### src/rtl/pulse_play_pkg.sv
// pulse_play_pkg: shared state type, default sizes and DEPTH-wrap index helper for pulse_play_ctrl
package pulse_play_pkg;
  localparam int DEF_DATA_W = 32;
  localparam int DEF_ADDR_W = 32;
  localparam int DEF_DEPTH  = 8000;
  localparam int DEF_IDX_W  = 13;
  localparam int DEF_RPT_W  = 16;
  typedef enum logic [1:0] {IDLE, PLAY, DRAIN} state_e;
  function automatic logic [31:0] wrap_inc(input logic [31:0] v, input int depth);
    return (v + 32'd1 == 32'(depth)) ? '0 : v + 32'd1;
  endfunction
endpackage

### src/rtl/pulse_addr_gen.sv
// pulse_addr_gen: playback index counters (cur/pos/pass) with last-read flag
// Ports: load_i latches the window config and restarts the counters, adv_i steps one read,
// cur_o is the BRAM index of the read issued this cycle, last_o marks that read as the final one.
// PULSE_LOOP_EN: when defined, cfg_rpt_i==0 never raises last_o (playback loops until stopped).
module pulse_addr_gen
  import pulse_play_pkg::*;
#(
  parameter int DEPTH = DEF_DEPTH,
  parameter int IDX_W = DEF_IDX_W,
  parameter int RPT_W = DEF_RPT_W
) (
  input  logic             clka,
  input  logic             rst_n,
  input  logic             load_i,
  input  logic             adv_i,
  input  logic [IDX_W-1:0] cfg_base_i,
  input  logic [IDX_W-1:0] cfg_len_i,
  input  logic [RPT_W-1:0] cfg_rpt_i,
  output logic [IDX_W-1:0] cur_o,
  output logic             last_o
);
  logic [IDX_W-1:0] base_q, len_q, cur_q, cur_d, pos_q, pos_d;
  logic [RPT_W-1:0] rpt_q, pass_q, pass_d;
  logic end_pass;
  assign end_pass = pos_q == len_q - IDX_W'(1);
  assign cur_o = cur_q;
  always_comb begin
    cur_d  = load_i ? cfg_base_i : adv_i ? (end_pass ? base_q : IDX_W'(wrap_inc(32'(cur_q), DEPTH))) : cur_q;
    pos_d  = load_i ? '0 : adv_i ? (end_pass ? '0 : pos_q + IDX_W'(1)) : pos_q;
    pass_d = load_i ? RPT_W'(1) : (adv_i && end_pass) ? pass_q + RPT_W'(1) : pass_q;
  end
  always_ff @(posedge clka or negedge rst_n)
    if (!rst_n) begin
      base_q <= '0;
      len_q  <= '0;
      rpt_q  <= '0;
      cur_q  <= '0;
      pos_q  <= '0;
      pass_q <= '0;
    end else begin
      if (load_i) begin
        base_q <= cfg_base_i;
        len_q  <= cfg_len_i;
        rpt_q  <= (cfg_rpt_i == '0) ? RPT_W'(1) : cfg_rpt_i;
      end
      cur_q  <= cur_d;
      pos_q  <= pos_d;
      pass_q <= pass_d;
    end
`ifdef PULSE_LOOP_EN
  logic loop_q;
  always_ff @(posedge clka or negedge rst_n)
    if (!rst_n) loop_q <= 1'b0;
    else if (load_i) loop_q <= cfg_rpt_i == '0;
  assign last_o = end_pass && (pass_q == rpt_q) && !loop_q;
`else
  assign last_o = end_pass && (pass_q == rpt_q);
`endif
endmodule

### src/rtl/pulse_play_ctrl.sv
// pulse_play_ctrl: single-port waveform BRAM arbiter between host writes and windowed playback
// Ports: wr_* host write channel (wr_err flags a dropped out-of-range write), start/stop and cfg_*
// control playback, busy/done status, out_* sample stream (fixed 2-cycle latency, no backpressure),
// bram_* connect straight to the BRAM pins (1-cycle synchronous read).
// PULSE_LOOP_EN: when defined, cfg_rpt==0 loops until stop.
module pulse_play_ctrl
  import pulse_play_pkg::*;
#(
  parameter int DATA_W = DEF_DATA_W,
  parameter int ADDR_W = DEF_ADDR_W,
  parameter int DEPTH  = DEF_DEPTH,
  parameter int IDX_W  = DEF_IDX_W,
  parameter int RPT_W  = DEF_RPT_W
) (
  input  logic              clka,
  input  logic              rst_n,
  input  logic              wr_valid,
  output logic              wr_ready,
  input  logic [ADDR_W-1:0] wr_addr,
  input  logic [DATA_W-1:0] wr_data,
  output logic              wr_err,
  input  logic              start,
  input  logic              stop,
  input  logic [IDX_W-1:0]  cfg_base,
  input  logic [IDX_W-1:0]  cfg_len,
  input  logic [RPT_W-1:0]  cfg_rpt,
  output logic              busy,
  output logic              done,
  output logic              out_valid,
  output logic [DATA_W-1:0] out_data,
  output logic              out_last,
  output logic              bram_en,
  output logic              bram_we,
  output logic [ADDR_W-1:0] bram_addr,
  output logic [DATA_W-1:0] bram_din,
  input  logic [DATA_W-1:0] bram_dout
);
  state_e state_q;
  logic vld_q, lst_q, done_q, wr_err_q;
  logic wr_acc, wr_ok, rd, load, last_rd;
  logic [IDX_W-1:0] cur;
  // rst_n gating keeps the host from seeing ready while reset is held
  assign wr_ready  = rst_n && state_q == IDLE && !start;
  assign wr_acc    = wr_valid && wr_ready;
  assign wr_ok     = wr_acc && wr_addr < ADDR_W'(DEPTH);
  assign rd        = state_q == PLAY && !stop;
  assign load      = state_q == IDLE && start && cfg_len != '0;
  assign bram_en   = wr_ok || rd;
  assign bram_we   = wr_ok;
  assign bram_addr = rd ? ADDR_W'(cur) : wr_ok ? wr_addr : '0;
  assign bram_din  = wr_ok ? wr_data : '0;
  assign busy      = state_q != IDLE;
  assign done      = done_q;
  assign wr_err    = wr_err_q;
  assign out_valid = vld_q;
  assign out_data  = vld_q ? bram_dout : '0;
  // a stop lands while the previous read's data is on the output, so that sample is the last one
  assign out_last  = lst_q || (vld_q && state_q == PLAY && stop);
  pulse_addr_gen #(.DEPTH(DEPTH), .IDX_W(IDX_W), .RPT_W(RPT_W)) u_addr_gen (
    .clka       (clka),
    .rst_n      (rst_n),
    .load_i     (load),
    .adv_i      (rd),
    .cfg_base_i (cfg_base),
    .cfg_len_i  (cfg_len),
    .cfg_rpt_i  (cfg_rpt),
    .cur_o      (cur),
    .last_o     (last_rd)
  );
  always_ff @(posedge clka or negedge rst_n)
    if (!rst_n) begin
      state_q  <= IDLE;
      vld_q    <= 1'b0;
      lst_q    <= 1'b0;
      done_q   <= 1'b0;
      wr_err_q <= 1'b0;
    end else begin
      vld_q    <= rd;
      lst_q    <= rd && last_rd;
      done_q   <= state_q == DRAIN;
      wr_err_q <= wr_acc && !wr_ok;
      case (state_q)
        IDLE:    if (load) state_q <= PLAY;
        PLAY:    if (stop || last_rd) state_q <= DRAIN;
        default: state_q <= IDLE;
      endcase
    end
endmodule

### config.mk
export PLATFORM = sky130hd
export DESIGN_NAME = pulse_play_ctrl
export DESIGN_NICKNAME = d
export VERILOG_FILES = /design/src/rtl/pulse_play_pkg.sv /design/src/rtl/pulse_addr_gen.sv /design/src/rtl/pulse_play_ctrl.sv
export SDC_FILE = /design/constraint.sdc
export NUM_CORES = 1
export LEC_CHECK = 0
export CORE_MARGIN = 2
export CORE_UTILIZATION = 43
export DETAILED_ROUTE_END_ITERATION = 7
export PLACE_DENSITY = 0.93
export SYNTH_ARGS = -nofsm -noshare
export SYNTH_HDL_FRONTEND = slang
export SYNTH_SLANG_ARGS = --single-unit
### constraint.sdc
create_clock -name clka -period 3.2 [get_ports clka]
set_clock_uncertainty 0.05 [all_clocks]
set_input_delay 0.64 -clock clka [delete_from_list [all_inputs] [get_ports clka]]
set_output_delay 0.64 -clock clka [all_outputs]
set_load 0.1 [all_outputs]
### A small window of the routed layout

Bar = 20 microns. Region (34, 58) to (84, 108) microns. Cells in grey, sequential cells in the stronger grey; small squares are vias.
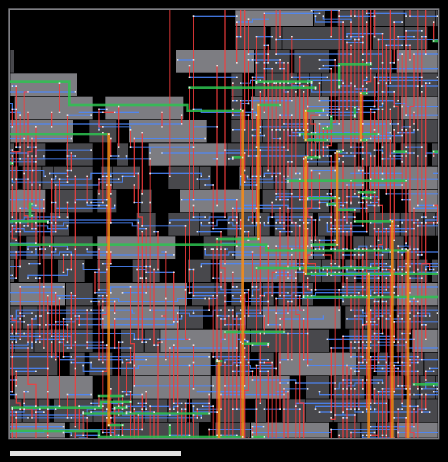
legend:
  red:
    layer: M2
  orange:
    layer: M4
  blue:
    layer: M1
  green:
    layer: M3
netlist names of flops here include: `u_addr_gen.pass_q` (13), `u_addr_gen.base_q` (9), `u_addr_gen.cur_o` (7)
most frequent: nand2_1 (43), dfrtp_1 (31), nor2_1 (19)
cells with their middle in the window: 216
sequential cells in the window: 31

### M1 wires

Bar = 20 microns.
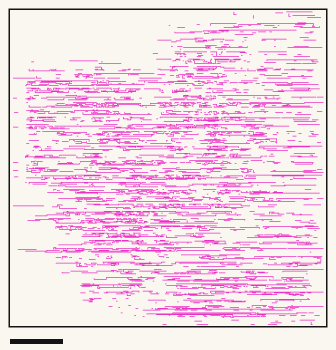
nets with wire on the layer: 939
longest straight run: 49.7 microns
share of all routed wire: 37%
main direction: horizontal
wire length on this layer: 7660 microns
Routed WL: 20500 microns
GR Util met1: 0.326
DR vias: 5947

==> reports/results.tsv <==
metric	value	unit
element type at the critical path start	primary input	
CTS tree	yes	
CTS Sinks	90	
RR Endpoint	u_addr_gen.cur_o[8]	
logic area	3400	sq um
drt pass-1 iters	5	
DR iter-0 viols	516	
Top area cell types	dfrtp_1 (40%), nand2_1 (10%), and2_1 (7.4%), xor2_1 (4.3%), xnor2_1 (2.8%)	
Total GRT Usage	0.286	
CP cell instances	clkdlybuf4s50_1 > nand4_1 > nor2_2 > nor3_2 > and3_4 > buf_4 > buf_12 > a22o_4 > buf_12	
Layout Area Growth over Synthesis	63.9	%
Max rail drop VDD	290	uV
Top cell area share	0.399	
switching fraction of total power	0.480	
Max power group	combinational cells	
Congestion Overflow GR	0	
IO Pins	247	
DP Worst Slack	-259	ps
Fmax achieved	315	MHz
R2R depth	12	
min Tclk post-route	3180	ps
Pint	3.24	mW
Max Buffers Root-to-Sink	2	
layout cells sized above 1	0.235	
Yosys Chip Area	5640	sq um
NonClk Buf Share	0.329	
clk tree area frac	0.0306	
Pwr Total	6.23	mW
gate count of the mapped netlist	674	
flip-flops	90	
status	complete, no violations	
post-route setup slack	24.6	ps
# Cells Yosys	674	
Latency at later pin	350	ps
Crit path top cell by count	buf_12	
unrepaired setup endpoints after global routing	false	
Diodes inserted	2	
clk_buf instances	12	
Seq pwr share	0.314	
DRC errors left	0	
seq pwr	1.96	mW
count of non-CTS inverters in the layout	11	
Final Setup Violations	0	
mapped cell area	5640	sq um
Least-Margin Pin Slew	784	ps
slowest CP cell	clkdlybuf4s50_1	
Psw	2.99	mW
gpl congestion	0.886	
Worst Path Required	2510	ps
Worst-path clk slew	60	ps
antenna viol nets, final	0	
crit-path max cell delay	470	ps
Rows	41	
final period utilization	0.992	
worst hold slack	300	ps
DR vias/cell	5.43	
DP Wirelength	15400	microns
maxcap violations	0	
FP Util	0.443	
EDFF count, synth	0	
Fill cells	890	
worst r2r src	u_addr_gen.len_q[0]	
TAP cells	172	
Synth flops	90	
final tally of max-slew violations	0	
number of logic gates	537	
Cell Pwr Density	674	nW/um^2
Root Driver	clkbuf_16	
Max transition margin	0.478	
Clk power	1.01	mW
Seq/Total Area, Yosys	0.399	
count leader, synth	nand2_1	
die area	14000	sq um
cts bufs inserted	9	
Hold Violations, Final	0	
critical path startpoint	wr_addr[11]	
Clk network pwr share	0.162	
Commonest cells post-synth	nand2_1 (157), dfrtp_1 (90), and2_1 (67), nor2_1 (30), xor2_1 (28)	
Crit Path Class	primary input to primary output	
Layout Nets	1063	
Top class by area	combinational gates	
Core Util, Final	0.727	
FFs w/ async S/R, synth	1.00	
Lkg Pwr	4.31	nW
crit path max fanout	13	
### Pin map

Bar = 20 microns. Pins as bars across the die edge, other pins in grey.
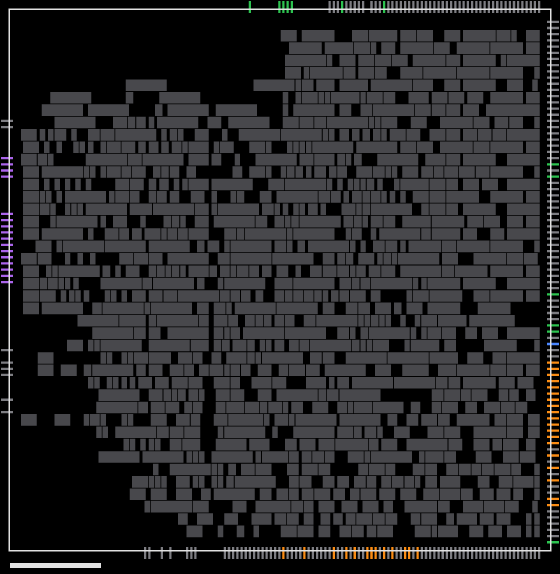
legend:
  green:
    port: `cfg_base`
    pins: 13
    direction: input
    edge: 7 top, 6 right
  blue:
    port: `busy`
    pins: 1
    direction: output
    edge: right
  purple:
    port: `cfg_rpt`
    pins: 16
    direction: input
    edge: left
  orange:
    port: `bram_dout`
    pins: 32
    direction: input
    edge: 19 right, 13 bottom
all pins by edge: 85 right, 83 bottom, 55 top, 24 left
Die Y-Extent: 119 microns
IO buf count: 227
Die Wd: 119 microns

### Sequential cells grouped by signal name

Bar = 20 microns. Other sequential cells in the stronger grey, the rest of the logic in the fainter grey.
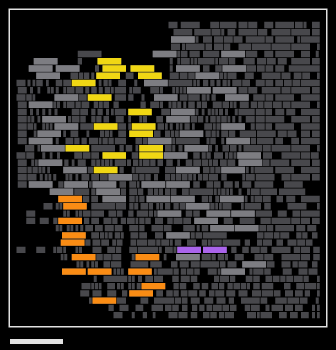
legend:
  orange:
    signal: `u_addr_gen.len_q`
    sequential_cells: 13
    where: lower left
  yellow:
    signal: `u_addr_gen.pass_q`
    sequential_cells: 16
  purple:
    signal: `state_q`
    sequential_cells: 2
register area: 2250 sq um
fraction of area in registers: 0.244

==> metrics by stage <==
| stage | TNS (ps) | area (sq um) |
|---|---|---|
| floorplan | -23380 | 5990 |
| global placement | -9040 | 8780 |
| detailed placement | -10350 | 8780 |
| CTS | 0 | 9220 |
| global route | 0 | 9250 |
| finish | 0 | 9250 |
==> repair_timing <==
action                                  4_1_cts  5_1_grt
pin swaps                                     6       11
hold buffers                                  0        0
buffers inserted                              7        2
endpoints found under the setup margin       47       55
cloned                                        2        0
gates resized                                23       15
==> metal layers <==
| metal | GRT usage | vias to the layer above | part of all wire |
|---|---|---|---|
| met2 | 0.517 | 278 | 0.52 |
| met1 | 0.326 | 2841 | 0.37 |
| met4 | 0.108 | 0 | 0.035 |
| met5 | 0 | - | 0 |
| li1 | - | 2768 | - |
| met3 | 0.0685 | 60 | 0.071 |
==> kinds of logic (layout without fill, tap and decap cells) <==
logic type               after synthesis  after routing  share of synthesized area
AND/OR/NAND/NOR                      363            363                      0.330
buffers and inverters                 65            294                     0.0568
adder cells (fa/ha/maj)                4              4                    0.00887
other                                  1             21                   0.000665
AND-OR/OR-AND                         95             95                      0.113
flip-flops                            90             90                      0.399
XOR/XNOR                              47             47                     0.0743
multiplexers                           9              9                     0.0166
==> layout by cell type, fill, tap and decap left out, drive strengths merged, types with 7 or more instances in the layout <==
master	instances
clkdlybuf4s50	118
nor3	13
xnor2	19
a21oi	18
dlygate4sd2	13
clkbuf	13
nand4	14
a22o	13
dlymetal6s2s	8
and3	16
nor2	31
dfrtp	90
xor2	28
o211ai	7
buf	125
inv	10
conb	19
or3	13
a31oi	9
and2	67
nor4	23
o21ai	22
nand3	16
nand2	157
Power is estimated from default activity; no workload was simulated.
